$ cat config.mk
export PLATFORM = sky130hd
export DESIGN_NAME = board_ram_writer_flat
export DESIGN_NICKNAME = d
export VERILOG_FILES = /design/src/rtl/board_ram_writer_if.sv /design/src/rtl/board_ram_writer.sv /design/src/flat_wrapper.sv
export SDC_FILE = /design/constraint.sdc
export NUM_CORES = 1
export LEC_CHECK = 0
export ABC_AREA = 1
export ABC_CLOCK_PERIOD_IN_PS = 6900
export CORE_MARGIN = 4
export CORE_UTILIZATION = 35
export CTS_BUF_LIST = sky130_fd_sc_hd__clkbuf_8
export CTS_CLUSTER_DIAMETER = 200
export DETAILED_ROUTE_END_ITERATION = 10
export MAX_ROUTING_LAYER = met4
export SYNTH_ARGS = -nofsm -noshare
export SYNTH_HDL_FRONTEND = slang
export SYNTH_SLANG_ARGS = --single-unit
$ cat constraint.sdc
create_clock -name clk -period 6.9 [get_ports clk]
set_input_delay 0.69 -clock clk [delete_from_list [all_inputs] [get_ports clk]]
set_output_delay 0.69 -clock clk [all_outputs]
set_load 0.02 [all_outputs]
$ cat src/rtl/board_ram_writer_if.sv
// Command handshake between game control (master) and one board's RAM writer (slave).
interface board_ram_writer_if;
  logic       cmd_valid;
  logic       cmd_ready;
  logic [1:0] cmd_op;
  logic [7:0] cmd_cursor;
  logic [2:0] cmd_len;
  logic       cmd_vert;
  logic       done;
  logic [2:0] result;

  modport master (
    output cmd_valid, cmd_op, cmd_cursor, cmd_len, cmd_vert,
    input  cmd_ready, done, result
  );

  modport slave (
    input  cmd_valid, cmd_op, cmd_cursor, cmd_len, cmd_vert,
    output cmd_ready, done, result
  );
endinterface

$ cat src/rtl/board_ram_writer.sv
// Write-side owner of one player's board RAM: CLEAR / PLACE / FIRE commands.
// Define BOARD_OVERLAP_CHECK_EN to read back ship cells and reject overlapping PLACEs.
module board_ram_writer #(
  parameter int GRID_W  = 10,
  parameter int GRID_H  = 10,
  parameter int MAX_LEN = 5
) (
  input  logic                clk,
  input  logic                rst,
  board_ram_writer_if.slave   cmd,
  output logic [9:0]          ram_addr,
  output logic                ram_we,
  output logic [1:0]          ram_wdata,
  input  logic [1:0]          ram_rd_data,
  output logic [4:0]          cells_left,
  output logic                all_sunk
);

  localparam logic [1:0] OP_CLEAR = 2'd0;
  localparam logic [1:0] OP_PLACE = 2'd1;
  localparam logic [1:0] OP_FIRE  = 2'd2;
  localparam logic [1:0] OP_RSVD  = 2'd3;

  localparam logic [1:0] TILE_EMPTY = 2'd0;
  localparam logic [1:0] TILE_HIT   = 2'd1;
  localparam logic [1:0] TILE_MISS  = 2'd2;
  localparam logic [1:0] TILE_SHIP  = 2'd3;

  localparam logic [2:0] RES_OK     = 3'd0;
  localparam logic [2:0] RES_REJECT = 3'd1;
  localparam logic [2:0] RES_HIT    = 3'd2;
  localparam logic [2:0] RES_MISS   = 3'd3;
  localparam logic [2:0] RES_REPEAT = 3'd4;

  localparam logic [4:0] W_LIM   = 5'(GRID_W);
  localparam logic [4:0] H_LIM   = 5'(GRID_H);
  localparam logic [4:0] X_LAST  = 5'(GRID_W - 1);
  localparam logic [4:0] Y_LAST  = 5'(GRID_H - 1);
  localparam logic [4:0] LEN_MAX = 5'(MAX_LEN);

  typedef enum logic [2:0] {
    IDLE, CLR, CHK_ISSUE, CHK_DRAIN, PLC_WR, FIRE_WAIT, FIRE_EVAL, FIN
  } state_t;

  state_t     state, state_d;
  logic [9:0] addr_d;
  logic       we_d;
  logic [1:0] wdata_d;
  logic       done_q, done_d;
  logic [2:0] result_q, result_d;
  logic [4:0] cells_d;
  logic       armed, armed_d;
  logic       all_sunk_d;
  logic [2:0] len_q, len_d;
  logic       vert_q, vert_d;
  logic [2:0] cnt, cnt_d;
`ifdef BOARD_OVERLAP_CHECK_EN
  logic [9:0] org_q, org_d;
  logic       issue_v, issue_d;
  logic       ret_v, ret_d;
  logic       overlap, overlap_d;
`endif

  // Command decode: 5-bit arithmetic so the ship end never wraps.
  logic [4:0] in_x, in_y, in_len, end_x, end_y;
  logic       xy_bad, len_bad, run_bad, reject_in;
  logic [5:0] cells_sum;

  assign in_x      = {1'b0, cmd.cmd_cursor[7:4]};
  assign in_y      = {1'b0, cmd.cmd_cursor[3:0]};
  assign in_len    = {2'b00, cmd.cmd_len};
  assign end_x     = in_x + in_len - 5'd1;
  assign end_y     = in_y + in_len - 5'd1;
  assign xy_bad    = (in_x >= W_LIM) || (in_y >= H_LIM);
  assign len_bad   = (in_len < 5'd2) || (in_len > LEN_MAX);
  assign run_bad   = cmd.cmd_vert ? (end_y >= H_LIM) : (end_x >= W_LIM);
  assign reject_in = (cmd.cmd_op == OP_RSVD) ||
                     ((cmd.cmd_op == OP_PLACE) && (xy_bad || len_bad || run_bad)) ||
                     ((cmd.cmd_op == OP_FIRE) && xy_bad);
  assign cells_sum = {1'b0, cells_left} + {3'b000, len_q};

  assign cmd.cmd_ready = (state == IDLE);
  assign cmd.done      = done_q;
  assign cmd.result    = result_q;

  function automatic logic [9:0] step(input logic [9:0] a, input logic v);
    return v ? a + 10'd32 : a + 10'd1;
  endfunction

  always_comb begin
    // NOTE: every signal gets a default first, so no path leaves one unassigned and no latch is inferred.
    state_d  = state;
    addr_d   = ram_addr;
    we_d     = 1'b0;
    wdata_d  = ram_wdata;
    done_d   = 1'b0;
    result_d = result_q;
    cells_d  = cells_left;
    armed_d  = armed;
    len_d    = len_q;
    vert_d   = vert_q;
    cnt_d    = cnt;
`ifdef BOARD_OVERLAP_CHECK_EN
    org_d     = org_q;
    issue_d   = 1'b0;
    ret_d     = issue_v;
    overlap_d = overlap | (ret_v && (ram_rd_data != TILE_EMPTY));
`endif

    unique case (state)
      IDLE: begin
        if (cmd.cmd_valid) begin
          len_d  = cmd.cmd_len;
          vert_d = cmd.cmd_vert;
          cnt_d  = cmd.cmd_len - 3'd1;
          if (reject_in) begin
            done_d   = 1'b1;
            result_d = RES_REJECT;
          end else begin
            unique case (cmd.cmd_op)
              OP_CLEAR: begin
                state_d = CLR;
                addr_d  = '0;
                we_d    = 1'b1;
                wdata_d = TILE_EMPTY;
              end
              OP_PLACE: begin
                addr_d = {in_y, in_x};
`ifdef BOARD_OVERLAP_CHECK_EN
                state_d   = CHK_ISSUE;
                org_d     = {in_y, in_x};
                issue_d   = 1'b1;
                overlap_d = 1'b0;
`else
                state_d = PLC_WR;
                we_d    = 1'b1;
                wdata_d = TILE_SHIP;
`endif
              end
              default: begin
                state_d = FIRE_WAIT;
                addr_d  = {in_y, in_x};
              end
            endcase
          end
        end
      end

      // Row-major sweep; columns at or beyond GRID_W are skipped.
      CLR: begin
        if (ram_addr[4:0] == X_LAST) begin
          if (ram_addr[9:5] == Y_LAST) begin
            state_d  = IDLE;
            done_d   = 1'b1;
            result_d = RES_OK;
            cells_d  = '0;
            armed_d  = 1'b0;
          end else begin
            addr_d = {ram_addr[9:5] + 5'd1, 5'd0};
            we_d   = 1'b1;
          end
        end else begin
          addr_d = ram_addr + 10'd1;
          we_d   = 1'b1;
        end
      end

`ifdef BOARD_OVERLAP_CHECK_EN
      CHK_ISSUE: begin
        if (cnt == 3'd0) begin
          state_d = CHK_DRAIN;
        end else begin
          addr_d  = step(ram_addr, vert_q);
          cnt_d   = cnt - 3'd1;
          issue_d = 1'b1;
        end
      end

      // Wait until the last read has returned and been folded into overlap.
      CHK_DRAIN: begin
        if (!ret_v) begin
          if (overlap) begin
            state_d = FIN;
          end else begin
            state_d = PLC_WR;
            addr_d  = org_q;
            we_d    = 1'b1;
            wdata_d = TILE_SHIP;
            cnt_d   = len_q - 3'd1;
          end
        end
      end
`endif

      PLC_WR: begin
        if (cnt == 3'd0) begin
          state_d = FIN;
        end else begin
          addr_d = step(ram_addr, vert_q);
          cnt_d  = cnt - 3'd1;
          we_d   = 1'b1;
        end
      end

      FIRE_WAIT: state_d = FIRE_EVAL;

      FIRE_EVAL: begin
        state_d = IDLE;
        done_d  = 1'b1;
        unique case (ram_rd_data)
          TILE_EMPTY: begin
            we_d     = 1'b1;
            wdata_d  = TILE_MISS;
            result_d = RES_MISS;
          end
          TILE_SHIP: begin
            we_d     = 1'b1;
            wdata_d  = TILE_HIT;
            result_d = RES_HIT;
            cells_d  = (cells_left == '0) ? '0 : cells_left - 5'd1;
          end
          default: result_d = RES_REPEAT;
        endcase
      end

      FIN: begin
        state_d = IDLE;
        done_d  = 1'b1;
`ifdef BOARD_OVERLAP_CHECK_EN
        if (overlap) begin
          result_d = RES_REJECT;
        end else begin
          result_d = RES_OK;
          cells_d  = cells_sum[5] ? 5'd31 : cells_sum[4:0];
          armed_d  = 1'b1;
        end
`else
        result_d = RES_OK;
        cells_d  = cells_sum[5] ? 5'd31 : cells_sum[4:0];
        armed_d  = 1'b1;
`endif
      end

      default: state_d = IDLE;
    endcase

    all_sunk_d = done_d ? (armed_d && (cells_d == '0)) : all_sunk;
  end

  always_ff @(posedge clk) begin
    // NOTE: non-blocking assignments only, so every register samples pre-edge values together.
    if (rst) begin
      state      <= IDLE;
      ram_addr   <= '0;
      ram_we     <= 1'b0;
      ram_wdata  <= TILE_EMPTY;
      done_q     <= 1'b0;
      result_q   <= RES_OK;
      cells_left <= '0;
      armed      <= 1'b0;
      all_sunk   <= 1'b0;
      len_q      <= '0;
      vert_q     <= 1'b0;
      cnt        <= '0;
`ifdef BOARD_OVERLAP_CHECK_EN
      org_q      <= '0;
      issue_v    <= 1'b0;
      ret_v      <= 1'b0;
      overlap    <= 1'b0;
`endif
    end else begin
      state      <= state_d;
      ram_addr   <= addr_d;
      ram_we     <= we_d;
      ram_wdata  <= wdata_d;
      done_q     <= done_d;
      result_q   <= result_d;
      cells_left <= cells_d;
      armed      <= armed_d;
      all_sunk   <= all_sunk_d;
      len_q      <= len_d;
      vert_q     <= vert_d;
      cnt        <= cnt_d;
`ifdef BOARD_OVERLAP_CHECK_EN
      org_q      <= org_d;
      issue_v    <= issue_d;
      ret_v      <= ret_d;
      overlap    <= overlap_d;
`endif
    end
  end

endmodule
$ cat src/flat_wrapper.sv
// flat-port wrapper written by rule: the top's interface ports become plain ports
module board_ram_writer_flat 
#(
  parameter int GRID_W  = 10,
  parameter int GRID_H  = 10,
  parameter int MAX_LEN = 5
)
  (clk, rst, ram_addr, ram_we, ram_wdata, ram_rd_data, cells_left, all_sunk, cmd_cmd_valid, cmd_cmd_op, cmd_cmd_cursor, cmd_cmd_len, cmd_cmd_vert, cmd_cmd_ready, cmd_done, cmd_result);
  board_ram_writer_if cmd_i ();
  input  logic clk;
  input  logic rst;
  output logic [9:0] ram_addr;
  output logic ram_we;
  output logic [1:0] ram_wdata;
  input  logic [1:0] ram_rd_data;
  output logic [4:0] cells_left;
  output logic all_sunk;
  input wire logic [$bits(cmd_i.cmd_valid)-1:0] cmd_cmd_valid;
  input wire logic [$bits(cmd_i.cmd_op)-1:0] cmd_cmd_op;
  input wire logic [$bits(cmd_i.cmd_cursor)-1:0] cmd_cmd_cursor;
  input wire logic [$bits(cmd_i.cmd_len)-1:0] cmd_cmd_len;
  input wire logic [$bits(cmd_i.cmd_vert)-1:0] cmd_cmd_vert;
  output wire logic [$bits(cmd_i.cmd_ready)-1:0] cmd_cmd_ready;
  output wire logic [$bits(cmd_i.done)-1:0] cmd_done;
  output wire logic [$bits(cmd_i.result)-1:0] cmd_result;
  assign cmd_i.cmd_valid = cmd_cmd_valid;
  assign cmd_i.cmd_op = cmd_cmd_op;
  assign cmd_i.cmd_cursor = cmd_cmd_cursor;
  assign cmd_i.cmd_len = cmd_cmd_len;
  assign cmd_i.cmd_vert = cmd_cmd_vert;
  assign cmd_cmd_ready = cmd_i.cmd_ready;
  assign cmd_done = cmd_i.done;
  assign cmd_result = cmd_i.result;
  board_ram_writer #(.GRID_W(GRID_W), .GRID_H(GRID_H), .MAX_LEN(MAX_LEN)) u_core (.clk(clk), .rst(rst), .cmd(cmd_i), .ram_addr(ram_addr), .ram_we(ram_we), .ram_wdata(ram_wdata), .ram_rd_data(ram_rd_data), .cells_left(cells_left), .all_sunk(all_sunk));
endmodule
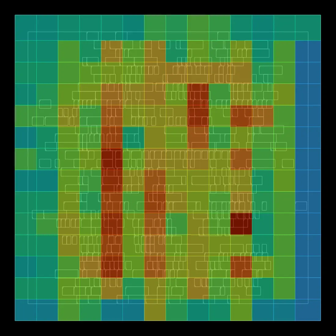
Figure 1: run 1, routing congestion map.
busiest layer in global routing: met2
overall fraction of global-route tracks in use: 0.1576
met3 Track Usage GR: 0.02357
global-route met2 utilization: 0.2539

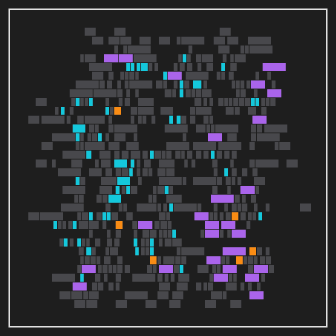
Figure 2: run 1, gate-type map.
| colour | family | cells | most used |
|---|---|---|---|
| orange | AND and OR gates | 6 | or2_1 |
| purple | adder and majority cells | 26 | ha_1 |
| cyan | NOR gates | 51 | nor2_1 |
fraction of standard cell area in multi-input logic: 0.5219
Finished Layout Cells: 577
most common cell after layout, fill and taps aside: sky130_fd_sc_hd__nand2_1

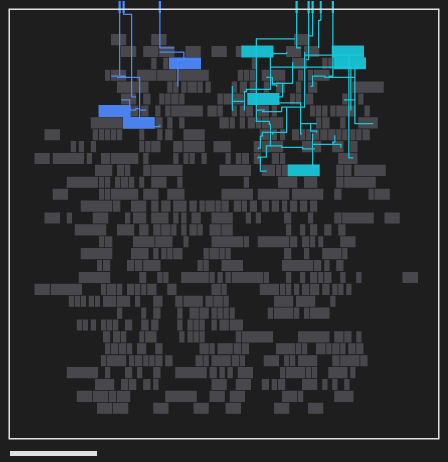
Figure 3: run 1, wires at chosen ports, followed through buffers.
Scale bar: 20 um.
| colour | port | bits | direction | edge | end cells | buffers | wire |
|---|---|---|---|---|---|---|---|
| cyan | `cells_left` | 5 | output | north | 5 | 5 | 338 um |
| blue | `cmd_result` | 3 | output | north | 3 | 3 | 98.2 um |
number of input and output port buffers inserted: 42
number of top-level pins: 43

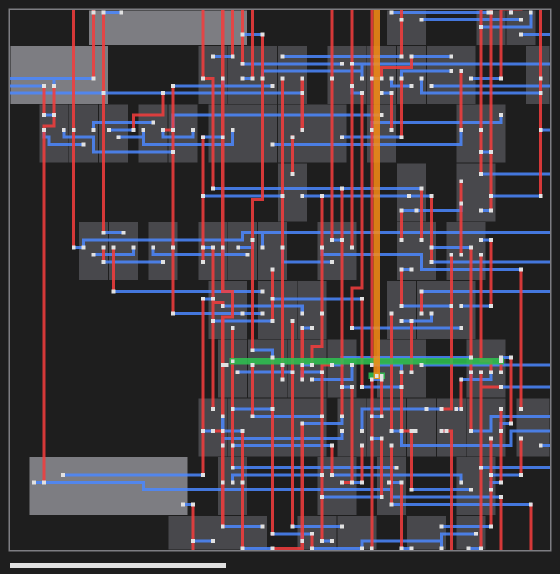
Figure 4: run 1, layout detail.
Scale bar: 10 um. Window x 12 to 37, y 12 to 37 um. Cells in grey, sequential cells in the stronger grey; small squares are vias.
| colour | layer |
|---|---|
| red | met2 |
| orange | met4 |
| blue | met1 |
| green | met3 |
sequential cells in the window: 3
most frequent: nand2_1 (13), inv_1 (9), nor2_1 (8)
cells with their middle in the window: 62
netlist names of flops here include: `u_core.ram_addr` (3)

==> metrics.yaml, run 1 <==
synthesis:
  synthArstFlopShare: 0
  yosys_instances: 431
  synth_area_leader_cell: "sky130_fd_sc_hd__dfxtp_1"
  ys.flops: 34
  postSynthSeqShare: 0.2407
sta:
  clock-skew-final_ns: 0.009260
power_and_ir_drop:
  seq_power_share: 0.303
  clkPwrFrac: 0.153
  clk-power_uw: 159
layout:
  antenna_cells: 0
  post_route_cells_drive_above_1_share: 0.09263
  seqAreaFraction: 0.1985
  mostFrequentLayoutCells: "87 x sky130_fd_sc_hd__nand2_1, 73 x sky130_fd_sc_hd__inv_1, 43 x sky130_fd_sc_hd__nor2_1"
setup_path:
  crit_end: "u_core.ram_addr[8]"
  path_buffers: 3
  path_class: "in2reg"
  critical_path.reg2reg.endpoint: "u_core.all_sunk"
  critical_path.most_common_cell: "sky130_fd_sc_hd__nand3_1"
placement:
  hpwl_mm: 5.754
  postPlaceCellArea_mm2: 0.003333
cts:
  post_cts_buffers: 0
  cts_resized: 0
drt:
  number_of_nets_still_failing_antenna_checks_after_routing: 0
status:
  run_status: "completed"
--- run 2 (diff from run 1) ---
Settings changed: ABC_CLOCK_PERIOD_IN_PS 6900 to 2700.
Clock period 6.9 ns to 2.7 ns, I/O delays scaled along.
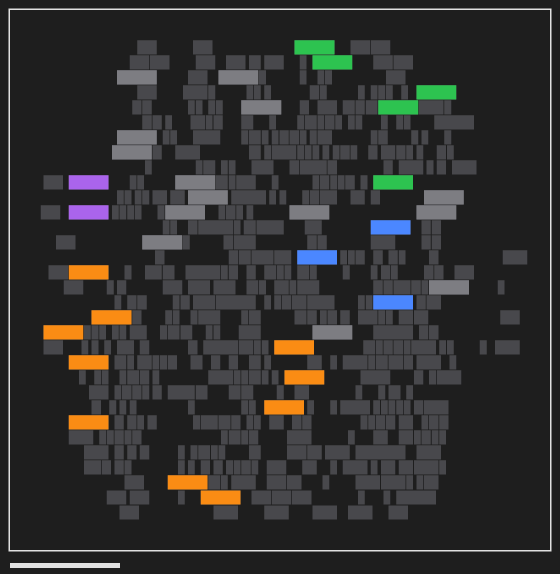
Figure 5: run 2, where the registers sit.
Scale bar: 20 um. Other sequential cells in the stronger grey, the rest of the logic in the fainter grey.
| colour | signal | flops |
|---|---|---|
| green | `u_core.cells_left` | 5 |
| orange | `u_core.ram_addr` | 10 |
| purple | `u_core.ram_wdata` | 2 |
| blue | `u_core.cnt` | 3 |
sequential power: 808 uW
share of cell area taken by flip-flops and latches: 0.1856
end-of-flow core utilization: 0.4697
FF/Latch Area: 680.7 um^2

==> run 2 against run 1 <==
  * Core utilization grew 3.1 points
  * First-iteration DRC count shrank 2.0%
  * Synthesized area is the same
  * Die size is the same
  * Worst hold slack lost 0.083 ns
  * Largest cell class unchanged
  * Clock skew is essentially flat
  * Via count grew 4.0%
  * Total power grew to 2.6 times the previous value
  * Non-clock buffer count grew 21
  * Sequential power grew to 2.6 times the previous value
  * Wire length grew 6.2%
  * Cell count grew 3.6%
==> metrics.yaml, run 2 <==
status:
  run_status: "completed"
setup_path:
  critical_path.reg2reg.endpoint: "u_core.all_sunk"
  path_buffers: 3  # unchanged
  crit_end: "u_core.ram_addr[4]"
floorplanning:
  io-pin-count: 43  # unchanged
synthesis:
  synthArstFlopShare: 0  # unchanged
  postSynthSeqShare: 0.2407  # unchanged
  ys.flops: 34  # unchanged
  yosys_instances: 431  # unchanged
cts:
  cts_resized: 6  # +6
layout:
  post_route_cells_drive_above_1_share: 0.1633  # +0.07067
  finished_layout_cells: 598  # +3.6%
  mostFrequentLayoutCells: "81 x sky130_fd_sc_hd__nand2_1, 68 x sky130_fd_sc_hd__inv_1, 43 x sky130_fd_sc_hd__nor2_1"
  combAreaFraction: 0.5084  # -0.01354
power_and_ir_drop:
  seq_power_share: 0.296  # -0.007
global_routing:
  groute.usage.overall: 0.1626  # +0.005022
  grt-busiest-layer: "met2"
sta:
  clock-skew-final_ns: 0.008985  # -0.0002746 ns
placement:
  postPlaceCellArea_mm2: 0.003468  # +4.1%
  port_buffers: 42  # unchanged
Power figures rest on the tool's default switching activity, not on a simulated workload.
